==> images/clock_map.png <==
Scale bar: 50 um.
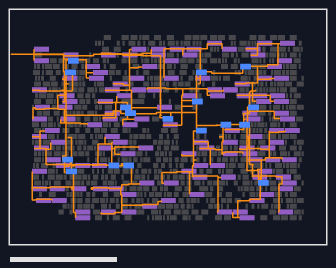
==> images/cell_classes.png <==
Scale bar: 50 um.
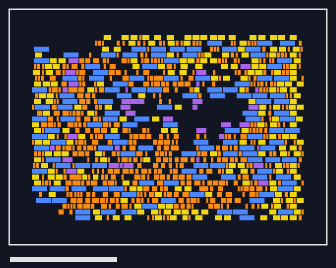
`config.mk`:
```
export PLATFORM = sky130hd
export DESIGN_NAME = fetch_unit_flat
export DESIGN_NICKNAME = d
export VERILOG_FILES = /design/src/rtl/fetch_unit_if.sv /design/src/rtl/fetch_unit.sv /design/src/flat_wrapper.sv
export SDC_FILE = /design/constraint.sdc
export NUM_CORES = 1
export LEC_CHECK = 0
export CAP_MARGIN = 10
export CORE_ASPECT_RATIO = 0.7
export CORE_MARGIN = 10
export CORE_UTILIZATION = 50
export CTS_BUF_LIST = sky130_fd_sc_hd__clkbuf_8
export CTS_CLUSTER_SIZE = 10
export DETAILED_ROUTE_END_ITERATION = 16
export PLACE_DENSITY = 0.93
export SETUP_SLACK_MARGIN = 0.2
export SLEW_MARGIN = 20
export SYNTH_ARGS = -nofsm -noshare
export SYNTH_HDL_FRONTEND = slang
export SYNTH_SLANG_ARGS = --single-unit
```
`constraint.sdc`:
```
create_clock -name clk -period 6.2 [get_ports clk]
set_input_delay 1.24 -clock clk [delete_from_list [all_inputs] [get_ports clk]]
set_output_delay 1.24 -clock clk [all_outputs]
set_load 0.01 [all_outputs]
```
`src/rtl/fetch_unit_if.sv`:
```
// Fetch-stage bus: instruction-memory port, execute-stage redirect
// and the instruction-register handshake towards the decoder.
interface fetch_unit_if #(
  parameter int ADDR_W = 32
);
  logic              imem_req;
  logic [ADDR_W-1:0] imem_addr;
  logic [31:0]       imem_rdata;
  logic              imem_valid;
  logic              redirect;
  logic [ADDR_W-1:0] redirect_pc;
  logic              ir_valid;
  logic              ir_ready;
  logic [31:0]       ir_instr;
  logic [7:0]        ir_opcode;
  logic [ADDR_W-1:0] ir_pc;
  logic [ADDR_W-1:0] ir_pc_plus4;

  modport master (
    output imem_req,
    output imem_addr,
    input  imem_rdata,
    input  imem_valid,
    input  redirect,
    input  redirect_pc,
    output ir_valid,
    input  ir_ready,
    output ir_instr,
    output ir_opcode,
    output ir_pc,
    output ir_pc_plus4
  );

  modport slave (
    input  imem_req,
    input  imem_addr,
    output imem_rdata,
    output imem_valid,
    output redirect,
    output redirect_pc,
    input  ir_valid,
    output ir_ready,
    input  ir_instr,
    input  ir_opcode,
    input  ir_pc,
    input  ir_pc_plus4
  );
endinterface

```
`src/rtl/fetch_unit.sv`:
```
// Instruction fetch stage: one outstanding word fetch, IR with
// valid/ready towards the decoder, redirect squashes wrong path.
// Ports: clk, rst (sync, active high), bus (fetch_unit_if.master).
module fetch_unit #(
  parameter int                ADDR_W   = 32,
  parameter logic [ADDR_W-1:0] RESET_PC = '0
) (
  input logic          clk,
  input logic          rst,
  fetch_unit_if.master bus
);

  localparam logic [2:0] S_IDLE  = 3'd0;
  localparam logic [2:0] S_REQ   = 3'd1;
  localparam logic [2:0] S_WAIT  = 3'd2;
  localparam logic [2:0] S_HOLD  = 3'd3;
  localparam logic [2:0] S_DRAIN = 3'd4;

  logic [2:0]        state_q, state_d;
  logic [ADDR_W-1:0] pc_q, pc_d;
  logic              req_q, req_d;
  logic              irv_q, irv_d;
  logic [31:0]       instr_q, instr_d;
  logic [ADDR_W-1:0] irpc_q, irpc_d;
  logic [ADDR_W-1:0] irpc4_q, irpc4_d;
  logic [ADDR_W-1:0] pc_plus4;
  logic              capture;

  assign pc_plus4 = pc_q + ADDR_W'(4);

  // A response in WAIT is only kept when no redirect
  // arrives in the same cycle.
  assign capture = (state_q == S_WAIT) &&
                   bus.imem_valid && !bus.redirect;

  always_comb begin
    state_d = state_q;
    pc_d    = pc_q;
    irv_d   = irv_q;
    instr_d = instr_q;
    irpc_d  = irpc_q;
    irpc4_d = irpc4_q;

    unique case (state_q)
      S_IDLE:  state_d = S_REQ;
      S_REQ:   state_d = S_WAIT;
      S_WAIT: begin
        if (bus.imem_valid) begin
          state_d = S_HOLD;
        end
      end
      S_HOLD: begin
        if (bus.ir_ready) begin
          irv_d   = 1'b0;
          state_d = S_REQ;
        end
      end
      S_DRAIN: begin
        if (bus.imem_valid) begin
          state_d = S_REQ;
        end
      end
      default: state_d = S_IDLE;
    endcase

    if (capture) begin
      instr_d = bus.imem_rdata;
      irpc_d  = pc_q;
      irpc4_d = pc_plus4;
      irv_d   = 1'b1;
      pc_d    = pc_plus4;
    end

    // Redirect wins over everything; a request already
    // issued with the old pc must be drained first.
    if (bus.redirect) begin
      pc_d  = {bus.redirect_pc[ADDR_W-1:2], 2'b00};
      irv_d = 1'b0;
      unique case (state_q)
        S_REQ: state_d = S_DRAIN;
        S_WAIT,
        S_DRAIN: begin
          state_d = bus.imem_valid ? S_REQ : S_DRAIN;
        end
        default: state_d = S_REQ;
      endcase
    end
  end

  assign req_d = (state_d == S_REQ);

  always_ff @(posedge clk) begin
    if (rst) begin
      state_q <= S_IDLE;
      pc_q    <= RESET_PC;
      req_q   <= 1'b0;
      irv_q   <= 1'b0;
      instr_q <= '0;
      irpc_q  <= '0;
      irpc4_q <= '0;
    end else begin
      state_q <= state_d;
      pc_q    <= pc_d;
      req_q   <= req_d;
      irv_q   <= irv_d;
      instr_q <= instr_d;
      irpc_q  <= irpc_d;
      irpc4_q <= irpc4_d;
    end
  end

  assign bus.imem_req    = req_q;
  assign bus.imem_addr   = pc_q;
  assign bus.ir_valid    = irv_q;
  assign bus.ir_instr    = instr_q;
  assign bus.ir_opcode   = instr_q[31:24];
  assign bus.ir_pc       = irpc_q;
  assign bus.ir_pc_plus4 = irpc4_q;

endmodule

```
`src/flat_wrapper.sv`:
```
// flat-port wrapper written by rule: the top's interface ports become plain ports
module fetch_unit_flat 
#(
  parameter int                ADDR_W   = 32,
  parameter logic [ADDR_W-1:0] RESET_PC = '0
)
  (clk, rst, bus_imem_req, bus_imem_addr, bus_imem_rdata, bus_imem_valid, bus_redirect, bus_redirect_pc, bus_ir_valid, bus_ir_ready, bus_ir_instr, bus_ir_opcode, bus_ir_pc, bus_ir_pc_plus4);
  fetch_unit_if #(.ADDR_W(ADDR_W)) bus_i ();
  input logic clk;
  input logic rst;
  output wire logic [$bits(bus_i.imem_req)-1:0] bus_imem_req;
  output wire logic [$bits(bus_i.imem_addr)-1:0] bus_imem_addr;
  input wire logic [$bits(bus_i.imem_rdata)-1:0] bus_imem_rdata;
  input wire logic [$bits(bus_i.imem_valid)-1:0] bus_imem_valid;
  input wire logic [$bits(bus_i.redirect)-1:0] bus_redirect;
  input wire logic [$bits(bus_i.redirect_pc)-1:0] bus_redirect_pc;
  output wire logic [$bits(bus_i.ir_valid)-1:0] bus_ir_valid;
  input wire logic [$bits(bus_i.ir_ready)-1:0] bus_ir_ready;
  output wire logic [$bits(bus_i.ir_instr)-1:0] bus_ir_instr;
  output wire logic [$bits(bus_i.ir_opcode)-1:0] bus_ir_opcode;
  output wire logic [$bits(bus_i.ir_pc)-1:0] bus_ir_pc;
  output wire logic [$bits(bus_i.ir_pc_plus4)-1:0] bus_ir_pc_plus4;
  assign bus_imem_req = bus_i.imem_req;
  assign bus_imem_addr = bus_i.imem_addr;
  assign bus_i.imem_rdata = bus_imem_rdata;
  assign bus_i.imem_valid = bus_imem_valid;
  assign bus_i.redirect = bus_redirect;
  assign bus_i.redirect_pc = bus_redirect_pc;
  assign bus_ir_valid = bus_i.ir_valid;
  assign bus_i.ir_ready = bus_ir_ready;
  assign bus_ir_instr = bus_i.ir_instr;
  assign bus_ir_opcode = bus_i.ir_opcode;
  assign bus_ir_pc = bus_i.ir_pc;
  assign bus_ir_pc_plus4 = bus_i.ir_pc_plus4;
  fetch_unit #(.ADDR_W(ADDR_W), .RESET_PC(RESET_PC)) u_core (.clk(clk), .rst(rst), .bus(bus_i));
endmodule
```
==> run_results.csv <==
group,metric,value,unit
grt,global_route_wire_length_before_repair,29600,um
power_and_ir_drop,power,1.74,mW
worst_setup_path,end_point_of_the_critical_path,"u_core.bus.imem_addr[28]",
power_and_ir_drop,leakagePower,2.51,nW
final_layout,area.growth.synth_to_final,39.0,%
final_timing,slew_viol_final,0,
worst_setup_path,cp_top_family,"simple AND/OR/NAND/NOR gates",
routing,dr.first_iter.drc_count,484,
worst_hold_path,hold-path-cell-count,2,
outcome,status,"finished, final reports clean",
final_layout,largest_register_ff_count,32,
routing,drt-pass1-iter-count,5,
synth,library_cell_with_the_highest_instance_count_after_synthesis,"nand2_1",
final_layout,combGateArea,2790,um^2
final_timing,finalWorstPathRequiredPeriod,3.81,ns
synth,synthDominantCellAreaShare,44.5,%
clocking,cts.clk_slew.worst_paths,0.07,ns
routing,dr_total_vias,5824,
worst_setup_path,worst_r2r_path_depth,4,
synth,dominantRegCellSynth,"dfxtp_1",
grt,grt_remaining_overflow,0,
placed_design,post_detailed_placement_half_perimeter_wirelength,14000,um
clocking,clock-sinks,127,
synth,post_synth_instance_area,5710,um^2
floorplanning,die_height,109,um
synth,synth-edff-count,0,
final_layout,n_sequential_cell,127,
routing,detail_route.wl_per_cell,19.0,um
final_layout,ff_latch_area,2540,um^2
final_layout,lay_top_count,"clkdlybuf4s50_1",
worst_setup_path,count_of_buffering_cells_on_the_critical_path_with_inverters_included,1,
grt,track_usage,23.0,%
worst_setup_path,worstReg2RegStart,"u_core.state_q[1]",
grt,via_count_of_the_first_global_routing_pass,5408,
clocking,cts_post_setup_buffers_inserted,0,
synth,synth_chip_area,5710,um^2
grt,antenna_found_initial,0,
worst_setup_path,cp.depth,5,
synth,post_synth_mux_area_share,0.350,%
clocking,holdBufCountCts,0,
final_timing,setup_repair_after_global_routing_missed_its_margin,"false",
final_timing,maxClockFrequency,0.262,GHz
clocking,cts_tree,"built",
synth,synth_compound_gate_area_share,18.6,%
synth,yosys_warnings,0,
worst_setup_path,r2r_end,"u_core.bus.imem_addr[28]",
synth,ys_async_sr_fraction,0,%
final_timing,hold_ws,0.455,ns
Back to the opening pictures, clock_map.png:
[flip-flops] purple | count: 127
[clock wires] orange | length: 1600 um
[cells driving clock nets] blue | count: 17
flops lie: spread over the die
routed clock nets: 18
later-pin clock latency in the skew report: 0.42 ns
Clk pwr share: 38.5%
worst clock skew: 0.0106 ns

Back to the opening pictures, cell_classes.png:
[flops] blue | cells: 127 | share of their area: 33%
[all other logic] orange | cells: 514 | share of their area: 36%
[clock drivers and dummy loads] purple | cells: 32 | share of their area: 4.8%
[other buffers and delay cells] yellow | cells: 203 | share of their area: 26%

[power breakdown]
| group | leakage [nW] | internal, mW | switching [mW] |
|---|---|---|---|
| Clock | 0.185 | 0.343 | 0.327 |
| Combinational | 1.29 | 0.103 | 0.0843 |
| Sequential | 1.03 | 0.838 | 0.0426 |
| Total | 2.51 | 1.28 | 0.454 |
[metal layers]
layer	routed length, um	global-route usage [%]	up-vias
met5	0	0	-
met4	140	5.92	0
met3	2470	9.81	16
li1	-	-	2795
met2	9010	37.1	268
met1	7900	27.8	2745
[stage by stage]
stage | cell area [um^2] | utilization [%]
5_1_grt | 7940 | 71.6
3_3_place_gp | 7570 | 68.3
4_1_cts | 7940 | 71.6
2_1_floorplan | 5730 | -
6_report | 7940 | 71.6
3_5_place_dp | 7570 | 68.3
Power figures rest on the tool's default switching activity, not on a simulated workload.
